$ cat config.mk
export PLATFORM = sky130hd
export DESIGN_NAME = switch_port_in
export DESIGN_NICKNAME = d
export VERILOG_FILES = /design/src/rtl/switch_port_in.sv
export SDC_FILE = /design/constraint.sdc
export NUM_CORES = 1
export LEC_CHECK = 0
export CAP_MARGIN = 5
export CORE_ASPECT_RATIO = 0.75
export CORE_MARGIN = 2
export CORE_UTILIZATION = 25
export CTS_CLUSTER_SIZE = 25
export DETAILED_ROUTE_END_ITERATION = 16
export HOLD_SLACK_MARGIN = 0.1
export PLACE_DENSITY_LB_ADDON = 0.2
export SKIP_LAST_GASP = 1
export SYNTH_ARGS = -nofsm -noshare
export SYNTH_HDL_FRONTEND = slang
export SYNTH_SLANG_ARGS = --single-unit
export TNS_END_PERCENT = 100
$ cat constraint.sdc
create_clock -name clock -period 2.4 [get_ports clock]
set_input_delay 0.24 -clock clock [delete_from_list [all_inputs] [get_ports clock]]
set_output_delay 0.24 -clock clock [all_outputs]
set_load 0.03 [all_outputs]
$ cat src/rtl/switch_port_in.sv
// Front-panel switch input port: synchronises and debounces 8 active-low switches and
// presents them, plus per-bit change flags, to the CPU through a snapshot-on-read port.
module switch_port_in #(
    parameter int unsigned TICK_DIV  = 50000,
    parameter int unsigned DEB_COUNT = 8
) (
    input  logic       clock,
    input  logic       reset_n,
    input  logic [7:0] sw_n,
    input  logic       data_sel,
    input  logic       stat_sel,
    input  logic       io_rd,
    output logic [7:0] portDI,
    output logic       change_any,
    output logic [7:0] sw_state
);

    localparam int unsigned PreW = (TICK_DIV > 1) ? $clog2(TICK_DIV) : 1;
    localparam int unsigned CntW = (DEB_COUNT > 1) ? $clog2(DEB_COUNT) : 1;
    localparam logic [PreW-1:0] PreMax = PreW'(TICK_DIV - 1);
    localparam logic [CntW-1:0] CntMax = CntW'(DEB_COUNT - 1);

    // Synchroniser, debounce and read-handshake state
    logic [7:0]      sync1_q, sync2_q;
    logic [7:0]      sw_closed;
    logic [PreW-1:0] pre_q, pre_d;
    logic            tick;
    logic [CntW-1:0] cnt_q [8];
    logic [CntW-1:0] cnt_d [8];
    logic [7:0]      toggle;
    logic [7:0]      sw_state_q, sw_state_d;
    logic [7:0]      pend_q, pend_d;
    logic [7:0]      snap_q, snap_d;
    logic [7:0]      clr_q, clr_d;
    logic            rd_q;
    logic            rd_start, rd_end;
    logic            act_q, act_d;
    logic            is_data_q, is_data_d;
    logic            sel_ok;
    logic [7:0]      port_q, port_d;

    assign sw_closed = ~sync2_q;
    assign tick      = (pre_q == PreMax);
    assign pre_d     = tick ? '0 : pre_q + PreW'(1);

    always_comb begin
        toggle = '0;
        for (int i = 0; i < 8; i++) begin
            cnt_d[i] = cnt_q[i];
            if (tick) begin
                if (sw_closed[i] == sw_state_q[i]) begin
                    cnt_d[i] = '0;
                end else if (cnt_q[i] == CntMax) begin
                    cnt_d[i]  = '0;
                    toggle[i] = 1'b1;
                end else begin
                    cnt_d[i] = cnt_q[i] + CntW'(1);
                end
            end
        end
    end

    assign sw_state_d = sw_state_q ^ toggle;

    assign rd_start = io_rd & ~rd_q;
    assign rd_end   = ~io_rd & rd_q;
    assign sel_ok   = is_data_q ? data_sel : stat_sel;

    always_comb begin
        pend_d    = pend_q;
        snap_d    = snap_q;
        clr_d     = clr_q;
        act_d     = act_q;
        is_data_d = is_data_q;
        if (rd_end) begin
            pend_d = pend_q & ~clr_q;
            clr_d  = '0;
            act_d  = 1'b0;
        end
        // A toggle on the clearing edge must survive the acknowledge
        pend_d = pend_d | toggle;
        if (rd_start) begin
            if (data_sel) begin
                snap_d    = sw_state_q;
                clr_d     = pend_q;
                act_d     = 1'b1;
                is_data_d = 1'b1;
            end else if (stat_sel) begin
                snap_d    = pend_q;
                clr_d     = '0;
                act_d     = 1'b1;
                is_data_d = 1'b0;
            end else begin
                act_d = 1'b0;
            end
        end
    end

    assign port_d = (io_rd && act_q && sel_ok) ? snap_q : 8'hFF;

    always_ff @(posedge clock or negedge reset_n) begin
        if (!reset_n) begin
            sync1_q    <= 8'hFF;
            sync2_q    <= 8'hFF;
            pre_q      <= '0;
            for (int i = 0; i < 8; i++) begin
                cnt_q[i] <= '0;
            end
            sw_state_q <= 8'h00;
            pend_q     <= 8'h00;
            snap_q     <= 8'h00;
            clr_q      <= 8'h00;
            rd_q       <= 1'b0;
            act_q      <= 1'b0;
            is_data_q  <= 1'b0;
            port_q     <= 8'hFF;
        end else begin
            sync1_q    <= sw_n;
            sync2_q    <= sync1_q;
            pre_q      <= pre_d;
            for (int i = 0; i < 8; i++) begin
                cnt_q[i] <= cnt_d[i];
            end
            sw_state_q <= sw_state_d;
            pend_q     <= pend_d;
            snap_q     <= snap_d;
            clr_q      <= clr_d;
            rd_q       <= io_rd;
            act_q      <= act_d;
            is_data_q  <= is_data_d;
            port_q     <= port_d;
        end
    end

    assign portDI     = port_q;
    assign change_any = |pend_q;
    assign sw_state   = sw_state_q;

endmodule

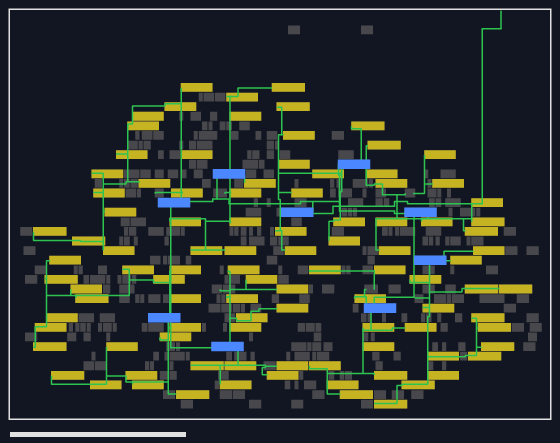
Run 1: clock network drawn from the DEF
The bar under the picture is 50 um long.
legend:
  yellow:
    item: flip-flops
    count: 99
  blue:
    item: clock-net drivers
    count: 9
  green:
    item: clock wires
    length: 1270 um
routed clock nets: 10

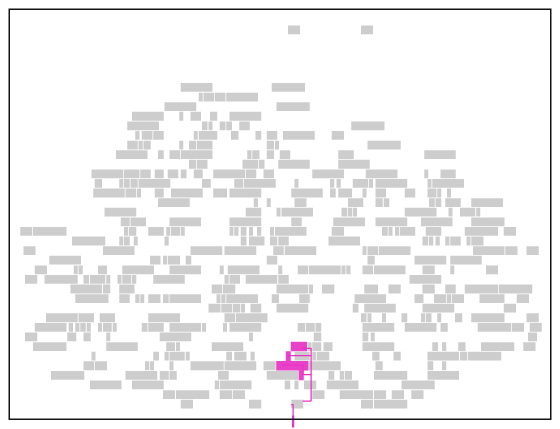
Run 1: port wiring
legend:
  magenta:
    port: io_rd
    bits: 1
    direction: input
    end_cells: 4
    buffers: 1
    wire: 41.6 um

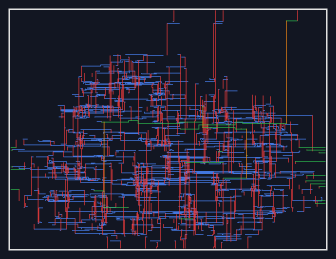
Run 1: metal layers overlaid
legend:
  green:
    layer: M3
    wire_length: 280 um
  orange:
    layer: M4
    wire_length: 125 um
  red:
    layer: M2
    wire_length: 3310 um
  blue:
    layer: M1
    wire_length: 4290 um

==> impl_metrics.toml, run 1 <==
# flow metrics
[yosys]
async_reset_ff_frac = 1.00
common_cells = "dfrtp_1, nand2_1, dfstp_2"
dominantRegCellSynth = "dfrtp_1"
synth_cell_types = 34
yosys.stat.seqShare = 0.602
yosys_area_sq_um = 4170
yosysTopAreaCellShare = 0.450

[finish]
largest_reg_flops = 24
stdcell_count = 609
buf_share = 0.0724
logic_area_sq_um = 1530
sh_seq_area = 0.500
largest_class = "registers"
fin_nets = 426
area_growth_syn_to_layout_pct = 20.3
nFillCells = 1655
design.seq.count = 99
nClkBuffers = 9
regArea_sq_um = 2510
num-nonclk-inverters = 15
postLayoutCellArea_sq_um = 5010

[pwr]
power_switching_share = 0.253
p_seq_uw = 1790
power.density_nw_per_um2 = 688
power-top-group = "registers"
ir_drop_uv = 284
p_int_uw = 2580
power_uw = 3450
p_switching_uw = 871
pwr-share-seq = 0.520

[sta]
maxSlewHeadroom = 0.617
period_used_share = 0.851
finalSetupViolCount = 0
fin_skew_ns = 0.0111

[worst_setup_path]
crit_arrival_ns = 1.80
crit_cells = 3
rr_worst_depth = 6
cpLargestDelayFamily = "buffers and inverters"
required_ns = 2.16
cp-startpoint = "pend_q[6]$_DFF_PN0_"

[clock_tree]
clk_latency_ns = 0.35
cts.root.buffer_cell = "clkbuf_16"
cts_hold_buf = 1

[placed_design]
routabilityCongestion = 0.783
dp_hpwl_um = 5530
post-place-cells = 592

[die]
nWellTaps = 210
dieArea_sq_um = 17700

[global_routing]
antenna_found_initial = 0
use_met3 = 0.0292
top_usage_layer = "met1"
use_met2 = 0.139
grt-ovfl-total = 0
use_met1 = 0.139

[routing]
final_antenna_net_count = 0
initialDrtViolationCount = 102
wl_met2_um = 3310
drc = 0
vias_per_cell = 4.27

[worst_hold_path]
min_path_type = "in -> async"

[status]
status = "completed"
-- run 1: cells in the final DEF, fill, tap and decap left out, types with 4 or more instances in the layout --
cell type | Yosys | layout
o31ai_1 | 4 | 4
nand3_1 | 17 | 17
a22o_1 | 12 | 12
nand4_1 | 5 | 5
nor4_1 | 9 | 9
or3_1 | 8 | 8
ha_1 | 19 | 19
buf_4 | 2 | 7
nor2_1 | 15 | 15
mux2i_1 | 16 | 16
xor2_1 | 10 | 10
nand2_1 | 65 | 65
o21ai_0 | 13 | 13
dfstp_2 | 24 | 24
and2_1 | 4 | 4
inv_1 | 15 | 15
clkdlybuf4s50_1 | 0 | 28
dfrtp_1 | 75 | 75
a21o_1 | 5 | 5
clkbuf_16 | 0 | 9
xnor2_1 | 12 | 12
==> run 2, diff against run 1 <==
Settings changed: CORE_UTILIZATION 25 to 30.
==> run 2 against run 1 <==
Against the previous run:
- maximum frequency down 0.35%
- wire length down 1.5%
- critical path depth unchanged
- count of clock-buffer cells in the layout up 5
==> impl_metrics.toml, run 2 <==
# flow metrics
[status]
status = "completed"

[placed_design]
post-place-cells = 556
io_buffers = 29
routabilityCongestion = 0.741
dp_hpwl_um = 5440
place_area_sq_um = 4670

[finish]
largest_class = "registers"
design.seq.count = 99
stdcell_count = 573
postLayoutCellArea_sq_um = 4950
largest_reg_flops = 24
fin_util = 0.363
area_growth_syn_to_layout_pct = 18.9
mostFrequentLayoutCell = "dfrtp_1"
comb_share = 0.309
clockNetworkAreaShare = 0.0553
num-nonclk-inverters = 15
buf_share = 0.0742
antenna_cells = 0
most-common-layout-cells = "dfrtp_1, nand2_1, clkdlybuf4s50_1"
buffers = 36
nClkBuffers = 14
num-multi-input-gates = 232
logic_area_sq_um = 1530
sh_seq_area = 0.506
regArea_sq_um = 2510
fin_nets = 425
largest_register = "cnt_q"
nFillCells = 1345
drive_above_1_share = 0.126
reg_top3 = "cnt_q: 24 flops, pre_q: 16 flops"

[sta]
rsz0062_at_grt = "no"
layout_setup_ws_ns = 0.350
timing.final.crit_period_ns = 2.05
period_used_share = 0.854
finalSetupViolCount = 0
whs_ns = 0.306
finalSetupTns_ns = 0
hold_violations = 0
maxSlewHeadroom = 0.583
fmax_mhz = 488
drv_slew = 0
tightest_slew_ns = 0.625
fin_skew_ns = 0.00513

[global_routing]
grt-ovfl-total = 0
grt_pass1_wl_um = 13700
grt_max_degree = 44
grt_pass1_vias = 2796
antenna_found_initial = 0

[yosys]
synth_area_per_cell_sq_um = 11.6
logic_family = "simple AND/OR/NAND/NOR gates"
area_leaders = "dfrtp_1, dfstp_2, nand2_1"
aoi_share = 0.0718
dominantRegCellSynth = "dfrtp_1"
async_reset_ff_frac = 1.00
adder_share = 0.0571
synth_area_leader_cell = "dfrtp_1"
synthSimpleGateAreaFrac = 0.154
yosysTopAreaCellShare = 0.450
synth_cell_types = 34
xor_area_frac = 0.0462
synth_top_cell_by_count = "dfrtp_1"
edf_count = 0
synth_nets = 390
netlist_area_sq_um = 4170
common_cells = "dfrtp_1, nand2_1, dfstp_2"
ys_cells = 358
yosys.stat.seqShare = 0.602
ys.flops = 99
yosys_warnings = 0
synthCells = 358
mux_area_frac = 0.0384
yosys_area_sq_um = 4170

[die]
fp.dieW_um = 140
core_area_sq_um = 13700
io_pins = 30
dieArea_sq_um = 14900
fp_util = 0.305
placementRows = 37
nWellTaps = 175

[worst_setup_path]
crit_arrival_ns = 1.81
reg2reg_to = "cnt_q[9]$_DFFE_PN0N_"
cp-end-kind = "output port"
crit_buf_inv = 1
worstSetupPathType = "reg -> out"
crit_cells = 3
cpLargestDelayFamily = "buffers and inverters"
rr_worst_depth = 6
regToRegStartpoint = "pre_q[0]$_DFF_PN0_"
crit_chain = "nor4_1 > nand2_1 > clkdlybuf4s50_1"
crit_path_end = "change_any"
slowest_stage = "clkdlybuf4s50_1"
critPathMaxStageDelay_ns = 0.60
worst-path-max-fanout = 4
rrSetupSlack_ns = 0.58
required_ns = 2.16
startpoint_type = "register"
cp-startpoint = "pend_q[6]$_DFF_PN0_"

[routing]
drtPass1Iterations = 6
initialDrtViolationCount = 87
drc = 0
vias_per_cell = 4.62
final_antenna_net_count = 0
drt_wl_total_um = 7880
vias = 2645

[worst_hold_path]
min_to = "sync1_q[1]$_DFF_PN1_"
worstHoldStart = "sw_n[1]"
min_path_type = "in -> reg"
whs_path_depth = 1

[pwr]
p_leak_uw = 0.00235
power.density_nw_per_um2 = 680
ir_drop_uv = 300
power_uw = 3370

[clock_tree]
cts.root.buffer_cell = "clkbuf_16"
clk_latency_ns = 0.33
cts.clk_slew.worst_paths_ns = 0.06
post_cts_resized = 0
cts_tree = "built"
cts-buffers-inserted = 9
cts_sinks = 99
h-tree-depth = 3

[flow_run]
maxCapViolCount = 0
[run 2: cell counts after synthesis]
No cell type changed its count.
[run 2: layer usage]
| metal | global-route usage | part of all wire | vias up |
|---|---|---|---|
| li1 | - | - | 1301 |
| met1 | 0.165 | 0.53 | 1302 |
| met2 | 0.173 | 0.43 | 36 |
| met3 | 0.0365 | 0.037 | 6 |
| met4 | 0.0361 | 0.010 | 0 |
| met5 | 0 | 0 | - |
[run 2: timing repair]
item                                   4_1_cts  5_1_grt
endpoints found under the hold margin       19        0
hold buffers                                 1        0
buffers inserted                             0        0
[run 2: power by group]
group	internal [uW]	switching (uW)	total [uW]	leakage, uW
sequential	1750	46.6	1800	0.00127
combinational	95.8	136	232	0.000941
clock	758	583	1340	0.000137
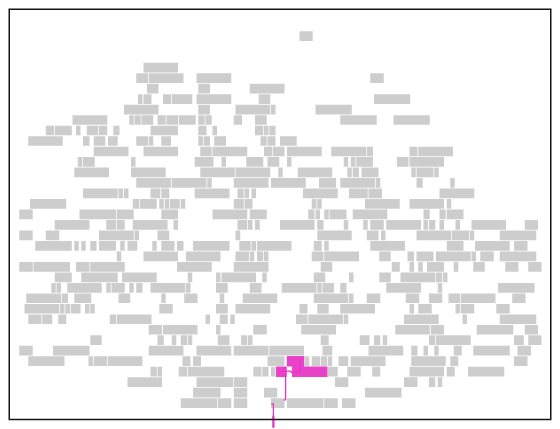
Run 2: port wiring
legend:
  magenta:
    port: io_rd
    bits: 1
    direction: input
    end_cells: 4
    buffers: 1
    wire: 20.7 um

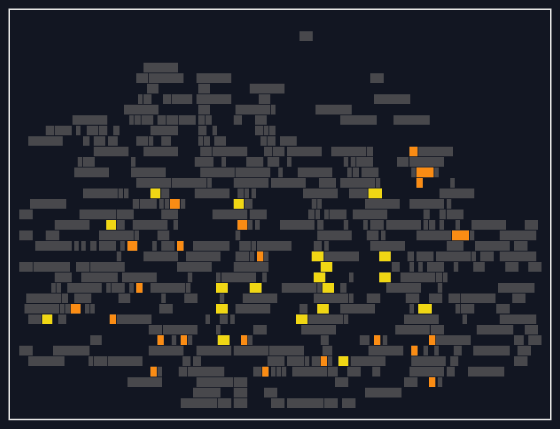
Run 2: selected gate families
legend:
  yellow:
    family: non-inverting ao/oa cells
    cells: 19
  orange:
    family: aoi and oai cells
    cells: 22

==> run 3, diff against run 2 <==
Settings changed: CAP_MARGIN 5 to 20, CTS_BUF_LIST set to sky130_fd_sc_hd__clkbuf_4 sky130_fd_sc_hd__clkbuf_8 sky130_fd_sc_hd__clkbuf_16.
==> run 3 against run 2 <==
Against the previous run:
- synthesized cell count unchanged
- critical path depth is the same
- area after synthesis unchanged
- count of clock-buffer cells in the layout unchanged
- sequential share of layout area shrank 0.11 points
- largest power group unchanged
==> impl_metrics.toml, run 3 <==
# flow metrics
[status]
status = "completed"

[routing]
route.layer.met1.wl_um = 4120
drc = 0
wl_met2_um = 3380
vias = 2643
dr_wl_met3_um = 287
vias_per_cell = 4.61

[global_routing]
grt_pass1_wl_um = 13700
top_usage_layer = "met2"
grt_max_degree = 44
antenna_found_initial = 0
use_met1 = 0.165
grt_pass1_vias = 2796

[pwr]
p_clk_uw = 1370
clkPwrFrac = 0.404
power_switching_share = 0.225
p_seq_uw = 1800
p_int_uw = 2640
power-top-group = "registers"
p_switching_uw = 765
power.density_nw_per_um2 = 685
power_uw = 3400

[finish]
antenna_cells = 0
postLayoutCellArea_sq_um = 4970
most-common-layout-cells = "dfrtp_1, nand2_1, clkdlybuf4s50_1"
fin_nets = 425
largest_register = "cnt_q"
largest_reg_flops = 24
mostFrequentLayoutCell = "dfrtp_1"
reg_top3 = "cnt_q: 24 flops, pre_q: 16 flops"
fin_util = 0.364

[yosys]
ys.flops = 99
yosysTopAreaCellShare = 0.450
synthCells = 358
netlist_area_sq_um = 4170
synth_area_leader_cell = "dfrtp_1"
area_leaders = "dfrtp_1, dfstp_2, nand2_1"
synth_cell_types = 34
yosys.stat.seqShare = 0.602
common_cells = "dfrtp_1, nand2_1, dfstp_2"
ys_cells = 358
synth_area_per_cell_sq_um = 11.6
synth_nets = 390
synth_top_cell_by_count = "dfrtp_1"

[worst_setup_path]
required_ns = 2.16
crit_path_end = "change_any"
startpoint_type = "register"
cp-startpoint = "pend_q[6]$_DFF_PN0_"
regToRegStartpoint = "pre_q[0]$_DFF_PN0_"
reg2reg_to = "cnt_q[9]$_DFFE_PN0N_"
worst-path-max-fanout = 4

[clock_tree]
h-tree-depth = 3
cts.root.buffer_cell = "clkbuf_16"
clk_latency_ns = 0.33
post_cts_buffers = 0
post_cts_resized = 0
cts_sinks = 99

[sta]
fin_skew_ns = 0.00519
timing.final.crit_period_ns = 2.05
drv_slew = 0
hold_violations = 0

[die]
io_pins = 30
core_area_sq_um = 13700

[placed_design]
place_area_sq_um = 4670
post-place-cells = 556
io_buffers = 29
dp_hpwl_um = 5440
routabilityCongestion = 0.741

[worst_hold_path]
min_path_type = "in -> reg"
whs_path_depth = 1
min_to = "sync1_q[1]$_DFF_PN1_"
worstHoldStart = "sw_n[1]"
[run 3: cell counts after synthesis]
Identical to the previous run, type by type.
[run 3: critical path, stage by stage, from the launching register on]
cell             delay (ns)
dfrtp_1                0.42
nor4_1                 0.36
nand2_1                0.11
clkdlybuf4s50_1        0.60
[run 3: cells by family after synthesis]
logic type / after synthesis / synth area share
flops: 99 / 0.602
compound gates: 41 / 0.0718
mux: 16 / 0.0384
simple gates: 134 / 0.154
fa+ha+maj: 19 / 0.0571
buf+inv: 27 / 0.0309
xor+xnor: 22 / 0.0462
[run 3: final cells by class]
type,count,area (sq um)
fill,1343,8690
sequential,99,2510
multi-input combinational,232,1530
timing repair buffer,36,368
clock buffer,14,275
tap,175,219
inverter,15,56.3
clock inverter,2,10.0
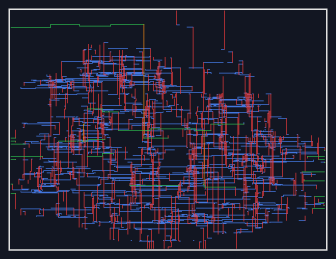
Run 3: metal layers overlaid
legend:
  orange:
    layer: M4
    wire_length: 81.6 um
  red:
    layer: M2
    wire_length: 3380 um
  green:
    layer: M3
    wire_length: 288 um
  blue:
    layer: M1
    wire_length: 4120 um

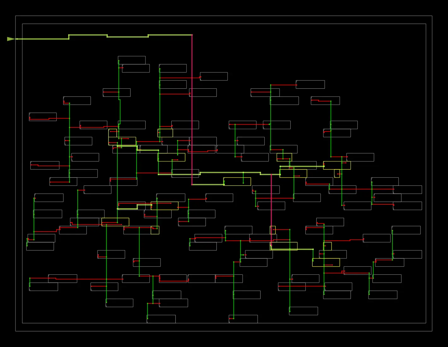
Run 3: clock nets
clkbuf count: 14
flip-flops: 99

Power and IR drop assume default switching activity.
